## src/rtl/bcd_counter_7seg_mux.sv

```systemverilog
// Multi-digit BCD up/down counter with prescaler, clear/load, and a time-multiplexed 7-segment driver.
// Optional leading-zero blanking when LEADING_ZERO_BLANK_EN is defined.
module bcd_counter_7seg_mux #(
  parameter int DIGITS   = 2,
  parameter int PRESCALE = 1,
  parameter int SCAN_DIV = 4
) (
  input  logic                  clk,
  input  logic                  rst_n,
  input  logic                  run,
  input  logic                  up,
  input  logic                  clear,
  input  logic                  load,
  input  logic [4*DIGITS-1:0]   load_val,
  output logic [4*DIGITS-1:0]   count,
  output logic                  wrap,
  output logic [6:0]            segments,
  output logic [DIGITS-1:0]     digit_sel
);

  localparam int PW = (PRESCALE > 1) ? $clog2(PRESCALE) : 1;
  localparam int SW = (SCAN_DIV > 1) ? $clog2(SCAN_DIV) : 1;
  localparam int IW = (DIGITS > 1)   ? $clog2(DIGITS)   : 1;

  logic [4*DIGITS-1:0] count_q, count_d, step_val, sat_val;
  logic [PW-1:0]       presc_q, presc_d;
  logic [SW-1:0]       scan_q, scan_d;
  logic [IW-1:0]       idx_q, idx_d;
  logic                wrap_q, wrap_d;
  logic [6:0]          seg_q, seg_d;
  logic [DIGITS-1:0]   sel_q, sel_d;
  logic                tick, carry;
  logic [3:0]          nib, shown_nib;

  function automatic logic [6:0] decode(input logic [3:0] d);
    case (d)
      4'd0:    decode = 7'h3F;
      4'd1:    decode = 7'h06;
      4'd2:    decode = 7'h5B;
      4'd3:    decode = 7'h4F;
      4'd4:    decode = 7'h66;
      4'd5:    decode = 7'h6D;
      4'd6:    decode = 7'h7D;
      4'd7:    decode = 7'h07;
      4'd8:    decode = 7'h7F;
      4'd9:    decode = 7'h6F;
      default: decode = 7'h00;
    endcase
  endfunction

  assign tick = run && (presc_q == PW'(PRESCALE - 1));

  // Ripple carry/borrow across digits; carry out of the top digit is the rollover.
  always_comb begin
    step_val = count_q;
    carry    = 1'b1;
    nib      = 4'd0;
    for (int i = 0; i < DIGITS; i++) begin
      nib = count_q[4*i +: 4];
      if (carry) begin
        if (up) begin
          step_val[4*i +: 4] = (nib == 4'd9) ? 4'd0 : nib + 4'd1;
          carry              = (nib == 4'd9);
        end else begin
          step_val[4*i +: 4] = (nib == 4'd0) ? 4'd9 : nib - 4'd1;
          carry              = (nib == 4'd0);
        end
      end
    end
    for (int i = 0; i < DIGITS; i++) begin
      sat_val[4*i +: 4] = (load_val[4*i +: 4] > 4'd9) ? 4'd9 : load_val[4*i +: 4];
    end
  end

  always_comb begin
    count_d = count_q;
    presc_d = presc_q;
    wrap_d  = 1'b0;
    if (clear) begin
      count_d = '0;
      presc_d = '0;
    end else if (load) begin
      count_d = sat_val;
      presc_d = '0;
    end else if (run) begin
      if (tick) begin
        count_d = step_val;
        wrap_d  = carry;
        presc_d = '0;
      end else begin
        presc_d = presc_q + PW'(1);
      end
    end
  end

  // Scan is free-running; segments decode the pre-edge count at the post-edge digit index.
  always_comb begin
    scan_d = scan_q + SW'(1);
    idx_d  = idx_q;
    if (scan_q == SW'(SCAN_DIV - 1)) begin
      scan_d = '0;
      idx_d  = (idx_q == IW'(DIGITS - 1)) ? '0 : idx_q + IW'(1);
    end
    shown_nib = 4'd0;
    for (int i = 0; i < DIGITS; i++) begin
      sel_d[i] = (idx_d == IW'(i));
      if (idx_d == IW'(i)) shown_nib = count_q[4*i +: 4];
    end
    seg_d = decode(shown_nib);
`ifdef LEADING_ZERO_BLANK_EN
    for (int i = 1; i < DIGITS; i++) begin
      if ((idx_d == IW'(i)) && ((count_q >> (4*i)) == '0)) seg_d = 7'h00;
    end
`endif
  end

  always_ff @(posedge clk or negedge rst_n) begin
    if (!rst_n) begin
      count_q <= '0;
      presc_q <= '0;
      wrap_q  <= 1'b0;
      scan_q  <= '0;
      idx_q   <= '0;
      sel_q   <= DIGITS'(1);
      seg_q   <= 7'h3F;
    end else begin
      count_q <= count_d;
      presc_q <= presc_d;
      wrap_q  <= wrap_d;
      scan_q  <= scan_d;
      idx_q   <= idx_d;
      sel_q   <= sel_d;
      seg_q   <= seg_d;
    end
  end

  assign count     = count_q;
  assign wrap      = wrap_q;
  assign segments  = seg_q;
  assign digit_sel = sel_q;

endmodule

```

## config.mk

```make
export PLATFORM = sky130hd
export DESIGN_NAME = bcd_counter_7seg_mux
export DESIGN_NICKNAME = d
export VERILOG_FILES = /design/src/rtl/bcd_counter_7seg_mux.sv
export SDC_FILE = /design/constraint.sdc
export NUM_CORES = 1
export LEC_CHECK = 0
export CORE_MARGIN = 4
export CORE_UTILIZATION = 50
export CTS_BUF_LIST = sky130_fd_sc_hd__clkbuf_2 sky130_fd_sc_hd__clkbuf_4 sky130_fd_sc_hd__clkbuf_8
export DETAILED_ROUTE_END_ITERATION = 10
export PLACE_DENSITY = 0.83
export SKIP_LAST_GASP = 1
export SYNTH_ARGS = -nofsm -noshare
export SYNTH_HDL_FRONTEND = slang
export SYNTH_SLANG_ARGS = --single-unit
```

## constraint.sdc

```tcl
create_clock -name clk -period 2.45 [get_ports clk]
set_input_delay 0.245 -clock clk [delete_from_list [all_inputs] [get_ports clk]]
set_output_delay 0.245 -clock clk [all_outputs]
set_load 0.01 [all_outputs]
```

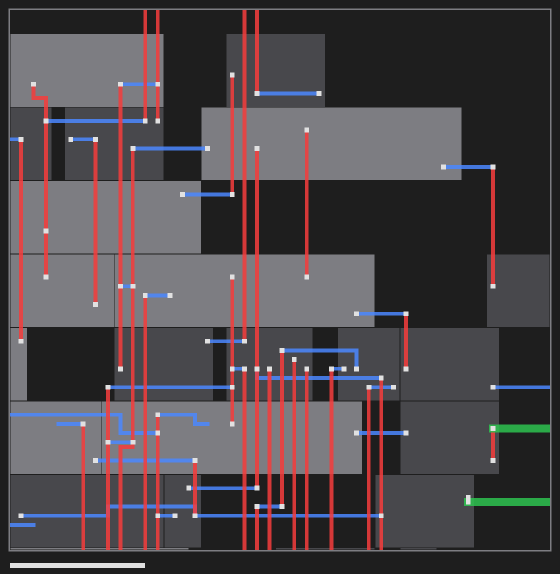
Figure 1: run 1, a small window of the routed layout.
Scale bar: 5 um. Window x 38 to 58, y 38 to 58 um. Cells in gray, sequential cells in the stronger gray; small squares are vias.
green -> met3
blue -> met1
red -> met2
sequential cells in the window = 5
netlist names of flops here include = segments (4), digit_sel (1)
most frequent = clkdlybuf4s50_1 (7), dfstp_2 (5)
cells with their middle in the window = 16

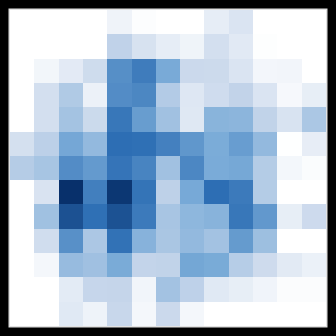
Figure 2: run 1, routed metal per tile.
13 x 13 tiles, from white (low) to dark blue (high), scaled to the fullest tile. Values are wire area over tile area, all layers added.
densest ninth of the die = middle
nearly empty tiles = 24%
fullest tile = 0.53
mean over tiles = 0.14
overall track demand over capacity in global routing: 0.1952
routed wire length per instance: 16.40 um
via count: 1,336
Total Wirelength: 3689 um

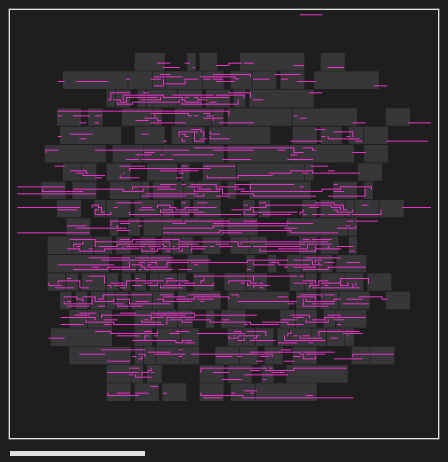
Figure 3: run 1, met1 routing.
Scale bar: 20 um.
longest straight run = 25.3 um
wire length on this layer = 1,610 um
share of all routed wire = 44%
main direction = horizontal
fraction of met1 tracks used by global routing: 0.2411

## run 1: cells in the mapped netlist (4+ instances only)
| master | count |
|---|---|
| a21oi_1 | 12 |
| clkbuf_1 | 4 |
| dfrtp_1 | 14 |
| dfstp_2 | 7 |
| ha_1 | 13 |
| inv_1 | 11 |
| mux2i_1 | 7 |
| nand2_1 | 8 |
| nand2b_1 | 4 |
| nand3b_1 | 4 |
| nor2_1 | 7 |
| nor2b_1 | 7 |
| o21ai_0 | 9 |
## run 1: cells by family after synthesis
| group | count (synthesis) | share of synthesized area |
|---|---|---|
| compound gates | 49 | 0.2197 |
| xor+xnor | 1 | 0.01790 |
| mux | 11 | 0.08137 |
| fa+ha+maj | 13 | 0.1058 |
| buf+inv | 20 | 0.05370 |
| flops | 21 | 0.3474 |
| simple gates | 47 | 0.1741 |
==> results.txt, run 1 <==
Physical design

The delay of the slowest cell on the worst path stands at 0.52 ns. Tracing the worst setup path back leads to its startpoint at count[0]$_DFFE_PN0P_. Before antenna repair, the detailed router went through 4 iterations. The share of the core filled with cells stands at 0.6724.

STA classifies the critical path startpoint as a flip-flop. The area share of the leading cell type in the synthesized netlist stands at 0.2278. The logic depth of the worst path, buffers included stands at 6. The registers of the reported paths see a clock transition of 0.13 ns. The required arrival time at the worst endpoint stands at 2.69 ns. The standard cell core area stands at 2853 um^2.

The final timing summary puts the cycle share of the worst path at 0.9099. Detailed placement reports a standard cell area of 1891 um^2. By area, multi-input combinational cells come first. Global routing finished with a remaining overflow of 0. Per the layout report, the design carries 11 non-clock inverters.

The area growth from synthesis to layout stands at 24.74%. The detailed-route vias per instance stands at 5.938. In this run the worst setup path terminates at count[6]$_DFFE_PN0P_.

By area the synthesized netlist is led by dfrtp_1 23%, dfstp_2 12%, ha_1 11%, mux2i_1 4.6%, a21oi_1 3.9%. The worst-margin pin slew stands at 0.6186 ns. Of all cell types, the one taking the most synthesized area is dfrtp_1. The switching share of total power stands at 0.3321.

The proportion of cell area occupied by multi-input gates stands at 0.4801. The count of antenna diodes in the layout stands at 0. For the final routed database, the setup TNS stands at 0 ns. By instance count after routing, the leading logic cell types are 31 x clkdlybuf4s50_1, 14 x dfrtp_1, 13 x ha_1. The number of gates resized after CTS stands at 0. Max fanout on the critical path was recorded as 10. For this floorplan the total number of well-tap instances is 31.

For this run, global-route usage on met2 was measured as 0.3377. The post-synth count of flops with an enable pin is 0. Before CTS, the worst setup slack after placement is 0.2763 ns.

The final estimated routing congestion in global placement stands at 0.9134. The proportion of layout cells with a drive suffix above 1 stands at 0.1546. Across the VDD grid, the largest voltage drop is 0.3551 mV. The flow ran to the end, and the final reports show no timing, DRC or antenna violations. The met3 demand-to-capacity share in global routing stands at 0.01599.

Setup repair after global routing left no endpoint under its margin. The final max-slew violation count recorded for this run is 0. The worst hold path belongs to the class in -> async.

The non-clock buffer share of cell area stands at 0.1853. Of the synthesized area, sequential elements account for 0.3474. In the floorplan report the effective utilization is 0.5390. At the later pin of the worst-skew pair, clock insertion delay measures 0.33 ns. Counting plain and timing-repair buffers in the layout gives 37. Summed over all nets, the switching power comes to 0.0003026 W. The flip-flop count of the largest register, all copies and words added stands at 8. After technology mapping, the gate count stands at 162.
==> run 2, diff against run 1 <==
--- a/config.mk
+++ b/config.mk
@@ -9,6 +9,7 @@
 export CORE_UTILIZATION = 50
 export CTS_BUF_LIST = sky130_fd_sc_hd__clkbuf_2 sky130_fd_sc_hd__clkbuf_4 sky130_fd_sc_hd__clkbuf_8
 export DETAILED_ROUTE_END_ITERATION = 10
+export GPL_ROUTABILITY_DRIVEN = 0
 export PLACE_DENSITY = 0.83
 export SKIP_LAST_GASP = 1
 export SYNTH_ARGS = -nofsm -noshare
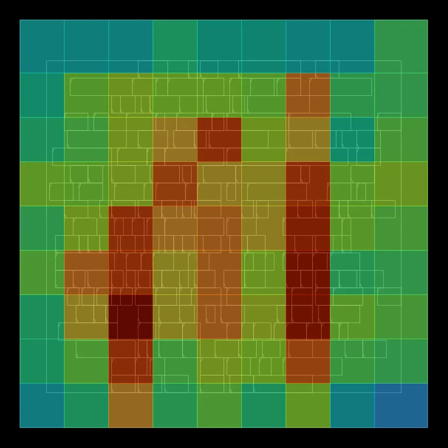
Figure 4: run 2, track usage over the die.
met3 capacity usage during global routing: 0.01599
routing layer with the top usage in global route: met2
final core utilization: 0.6724
global-route track usage on met2: 0.3377

==> run 2 against run 1 <==
Net effect: routed wire length stayed put; global-route usage is the same; count of clock-buffer cells in the layout stayed put; synthesized area did not move; sequential share of layout area did not move; combinational power barely moved; power did not move; design area stayed put; cell count unchanged; worst hold slack unchanged; utilization unchanged; critical endpoint unchanged.
==> results.txt, run 2 <==
Physical design

The net switching power in the latest report is 0.0003026 W. The share of synthesized area occupied by flip-flops and latches stands at 0.3474. Routing resource usage on met1 recorded by global route was 0.2411. Of the total synthesized cell area, the portion taken by full adders, half adders and majority gates is 0.1058. Per STA, the highest per-stage delay on the worst path measures 0.52 ns.

The number of standard cells in the final layout excluding fillers stands at 225. The run finished with clean final reports. The time the worst path needs with I/O delays and setup stands at 2.229 ns.

In the synthesized netlist, the dominant kind of combinational cell is AND-OR/OR-AND gates. The required arrival time at the worst endpoint stands at 2.69 ns. The flow reports an fmax of 0.4486 GHz. The multiplexer share of the synthesized area stands at 0.08137. The post-detailed-route wirelength per cell stands at 16.40 um.

The clock latency at the later pin of the worst-skew pair stands at 0.33 ns. Per the synth log, the flip-flop and latch total comes to 21. The global route stage reports its total congestion overflow as 0. The count of antenna diodes in the layout stands at 0.

The share of synthesized area in the top cell type comes to 0.2278. In the CTS report, the clock slew at the register clock pins of the worst setup and hold paths is listed as 0.13 ns. Yosys reports that the most numerous cell types are 14 x dfrtp_1, 13 x ha_1, 12 x a21oi_1. STA classifies the critical path startpoint as a flip-flop. The horizontal die dimension reported for this design is 63.46 um. The switching share of total power stands at 0.3321. The worst-margin pin slew stands at 0.6186 ns. Per the synthesis report, the simple-gate share of the synthesized area is 0.1741. After detailed routing, the number of vias per cell comes to 5.938. For reference, the top cells by area after synthesis are dfrtp_1 23%, dfstp_2 12%, ha_1 11%, mux2i_1 4.6%, a21oi_1 3.9%. The logic depth of the worst path, buffers included stands at 6. The floorplan step defined a core boundary enclosing 2853 um^2. The area share of xor/xnor cells in the synthesized design stands at 0.01790.

According to the hold report, the worst path is of the in -> async type. The number of nets in the synthesized netlist is 189. Setup repair after global routing left no endpoint under its margin. The post-layout period usage of the worst path stands at 0.9099. For the final routed database, the setup TNS stands at 0 ns. The flow measured a signed area growth from synthesis to layout of 24.74%. For reference, the critical path is captured by count[6]$_DFFE_PN0P_.

Per the final layout report, the fraction of cells sized above drive strength 1 comes to 0.1546. The compound-gate portion of the synthesized area stands at 0.2197. Among all stages on the critical path, the largest delay is contributed by dfrtp_1.

The worst-path maximum fanout stands at 10. The number of gates resized after CTS stands at 0. For reference, the final report shows the max-slew violation count at 0.

The number of vias after detailed routing stands at 1,336. The cell count after synthesis stands at 162. The iteration count of the initial detailed-routing pass stands at 4. The power in sequential cells stands at 0.000426 W. The longest clock path from root to sink contains 2 buffers. The script parses the final routing iteration and logs DRC violations as 0. The final-report hold violation count stands at 0. In the layout the commonest cells are 31 x clkdlybuf4s50_1, 14 x dfrtp_1, 13 x ha_1. Combinational power for this build is 0.000302 W.
run 2: stage by stage:
| step | setup WS (ns) | utilization | hold WS [ns] | instance area, um^2 |
|---|---|---|---|---|
| final | 0.2208 | 0.6724 | 0.2422 | 1918 |
| after global routing | 0.03656 | 0.6724 | 0.2731 | 1918 |
| after CTS | 0.2381 | 0.6724 | 0.2538 | 1918 |
| after detailed placement | 0.2763 | 0.6627 | 0.4403 | 1891 |
| after global placement | 0.4002 | 0.6627 | 0.4118 | 1891 |
| after floorplan | 0.2848 | - | -0.05059 | 1538 |
run 2: final cells by class:
cell class	instances	area [um^2]
Fill cell	230	934.6
Multi-Input combinational cell	121	920.9
Sequential cell	21	534.3
Timing Repair Buffer	37	355.3
Inverter	11	41.29
Tap cell	31	38.79
Clock buffer	3	22.52
Clock inverter	1	5.005
Power is estimated from default activity; no workload was simulated.
